Metal layers overlaid:
Two of the layers only.
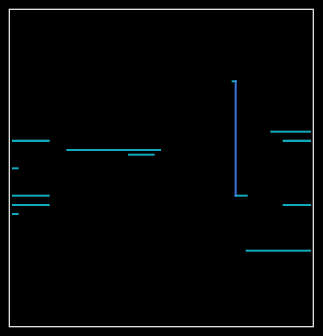
Metal 2:
The bar under the picture is 10 um long.
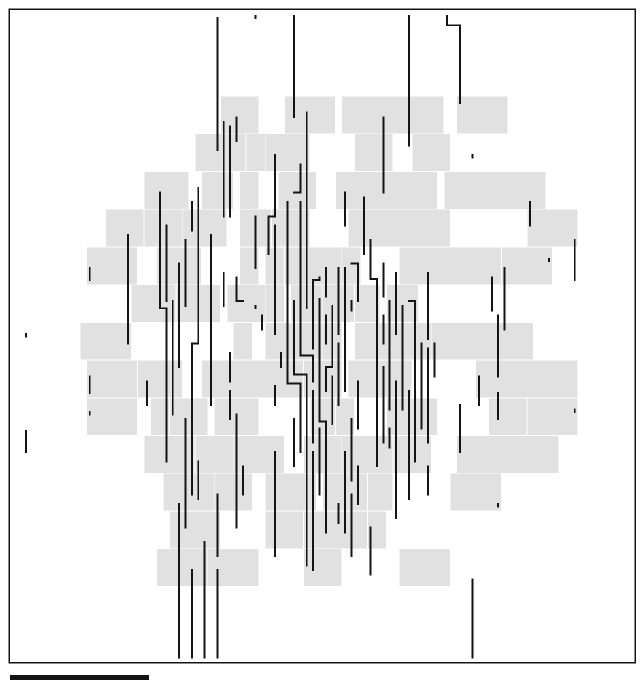
Cell sizes after repair:
The bar under the picture is 10 um long.
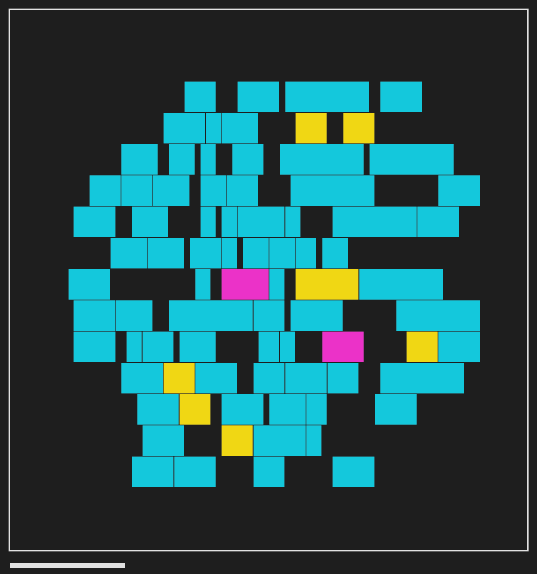
==> config.mk <==
export PLATFORM = sky130hd
export DESIGN_NAME = gray_code_counter
export DESIGN_NICKNAME = d
export VERILOG_FILES = /design/src/rtl/gray_code_counter.sv
export SDC_FILE = /design/constraint.sdc
export NUM_CORES = 1
export LEC_CHECK = 0
export ABC_CLOCK_PERIOD_IN_PS = 2600
export CAP_MARGIN = 20
export CORE_AREA = 4 4 41 43
export CTS_CLUSTER_SIZE = 16
export DETAILED_ROUTE_END_ITERATION = 10
export DIE_AREA = 0 0 45 47
export PLACE_DENSITY = 0.73
export RECOVER_POWER = 25
export SKIP_LAST_GASP = 1
export SYNTH_ARGS = -nofsm -noshare
export SYNTH_HDL_FRONTEND = slang
export SYNTH_SLANG_ARGS = --single-unit
==> constraint.sdc <==
create_clock -name clk -period 2.6 [get_ports clk]
set_input_delay 0.52 -clock clk [delete_from_list [all_inputs] [get_ports clk]]
set_output_delay 0.52 -clock clk [all_outputs]
set_load 0.05 [all_outputs]
==> results.sh <==
# implementation run metrics
export IMPL_cp_depth=7
export IMPL_max_clock_freq_ghz=0.414
export IMPL_grt_pass1_vias=470
export IMPL_worst_path_buf_inv=2
export IMPL_drt_iter0_markers=7
export IMPL_path_class="primary input to register"
export IMPL_largest_reg_flops=4
export IMPL_grt_pass1_wl_um=2060
export IMPL_avgViaCountPerCell=5.21
export IMPL_end_kind="register"
export IMPL_ys_flop_type="dfxtp_1"
export IMPL_drive_above_1_share_pct=11.3
export IMPL_clockRootBuffer="clkbuf_4"
export IMPL_rr_worst_depth=6
export IMPL_p_seq_uw=151
export IMPL_hold_depth=2
export IMPL_post_dp_cell_area_um2=743
export IMPL_dp_cells=92
export IMPL_cp_arrival_ns=2.55
export IMPL_ys_seq_share_pct=29.1
export IMPL_fin_util_pct=58.8
export IMPL_drc=0
export IMPL_ys_cells=60
export IMPL_synthDistinctLibCells=32
export IMPL_syn_area_per_cell_um2=9.18
export IMPL_finalCritPeriodShare_pct=92.9
export IMPL_edf_count=0
export IMPL_warnings=26
export IMPL_gp_congestion=0.781
export IMPL_cpMaxStageDelayCell="clkdlybuf4s50_1"
export IMPL_cap_viol_max_count=0
export IMPL_post_cts_repair_setup_buffers=0
export IMPL_rows=13
export IMPL_grt_util_met3_pct=2.30
export IMPL_cts_sinks=8
export IMPL_cts_hold_buf=0
export IMPL_p_int_uw=274
export IMPL_fin_nets=94
export IMPL_status="complete, no violations"
export IMPL_place_ws_ns=-0.0764
export IMPL_share_seq_of_total_power_pct=34.6
export IMPL_finalSetupViolCount=0
export IMPL_setup_tns_ns=0
export IMPL_postCtsResizedCells=0
export IMPL_path_cells="clkdlybuf4s50_1 > inv_1 > ha_1 > xnor2_1 > a211o_1 > and3_1 > mux2_4"
export IMPL_cts_buffer_depth=2
export IMPL_hold_ws_ns=0.667
export IMPL_p_clk_share_pct=20.3
export IMPL_dieArea_mm2=0.00212
export IMPL_cp_max_fo=8
export IMPL_netlist_instances=60
export IMPL_p_sw_share_pct=37.2
export IMPL_switchingPower_uw=162
export IMPL_synth_area_um2=551
export IMPL_synth_async_reset_ratio_pct=0
export IMPL_place_hpwl_um=988
export IMPL_first_pass_iters=4
export IMPL_ys_ff=8
export IMPL_io_buffers=17
export IMPL_htree_levels=1
export IMPL_yosys_area_um2=551
export IMPL_fp_nets=72
export IMPL_grt_max_degree=11
export IMPL_diodes=0
export IMPL_rsz0062_at_grt="no"
export IMPL_overflow=0
export IMPL_startpoint_type="primary input"
About 'metal layers overlaid':
M3: drawn in cyan, wire length 59.6 um. M4: drawn in blue, wire length 17.0 um.
drt total wl: 1200 um
total number of vias: 495
WL/cell: 12.6 um
GRT Total Usage: 13.3%

About 'metal 2':
The wires run mostly vertical. 71 nets have wire on it.
GRT met2 Usage: 21.2%

About 'cell sizes after repair':
x3 and x4: drawn in yellow, cells 7, share 8.8%. x2: drawn in magenta, cells 2, share 2.5%. x1 and smaller: drawn in cyan, cells 71, share 89%, most used clkdlybuf4s50_1.
worst setup margin: 0.184 ns
area growth from synthesis to layout: 39.1%

synthesized netlist by cell type, types with 2 or more instances:
library cell,number,share of area (%)
xnor2_1,4,6.4
inv_1,5,3.4
nor2_1,5,3.4
ha_1,2,4.5
buf_4,2,2.7
xor2_1,3,4.8
and2_1,2,2.3
a211oi_1,4,5.5
a21oi_1,2,1.8
a21o_1,2,2.7
dfxtp_1,8,29
layer usage:
layer | part of all wire [%] | wire length [um]
met5 | 0 | 0
met4 | 1.4 | 17
met3 | 4.9 | 59
met2 | 46 | 555
met1 | 47 | 567
cell families (layout without fill, tap and decap cells):
kind of cell	count (synthesis)	in the layout	synth area share, %
simple gates	18	18	20.5
compound gates	14	14	19.5
flops	8	8	29.1
buf+inv	8	28	6.82
xor+xnor	7	7	11.1
fa+ha+maj	3	3	8.18
mux	2	2	4.77
worst register-to-register path: cells and delay by family, from the launching register on:
kind | cells | cell delay (ns)
fa+ha+maj | 1 | 0.41
mux | 1 | 0.26
xor+xnor | 1 | 0.17
simple gates | 1 | 0.20
buf+inv | 1 | 0.10
compound gates | 1 | 0.33
flops | 1 | 0.48
placed cells by master, fill, tap and decap left out, types with 2 or more instances in the layout:
cell             netlist  routed
dfxtp_1                8       8
clkbuf_4               0       3
inv_1                  5       5
xor2_1                 3       3
a21oi_1                2       2
dlygate4sd3_1          0       3
a211oi_1               4       4
clkdlybuf4s50_1        0      14
and2_1                 2       2
xnor2_1                4       4
a21o_1                 2       2
ha_1                   2       2
buf_4                  2       3
nor2_1                 5       5
final cells by class:
type                            count  area [um2]
Inverter                            5        18.8
Multi-Input combinational cell     44         353
Timing Repair Buffer               20         193
Clock buffer                        3        22.5
Sequential cell                     8         160
Tap cell                           15        18.8
Fill cell                         127         536
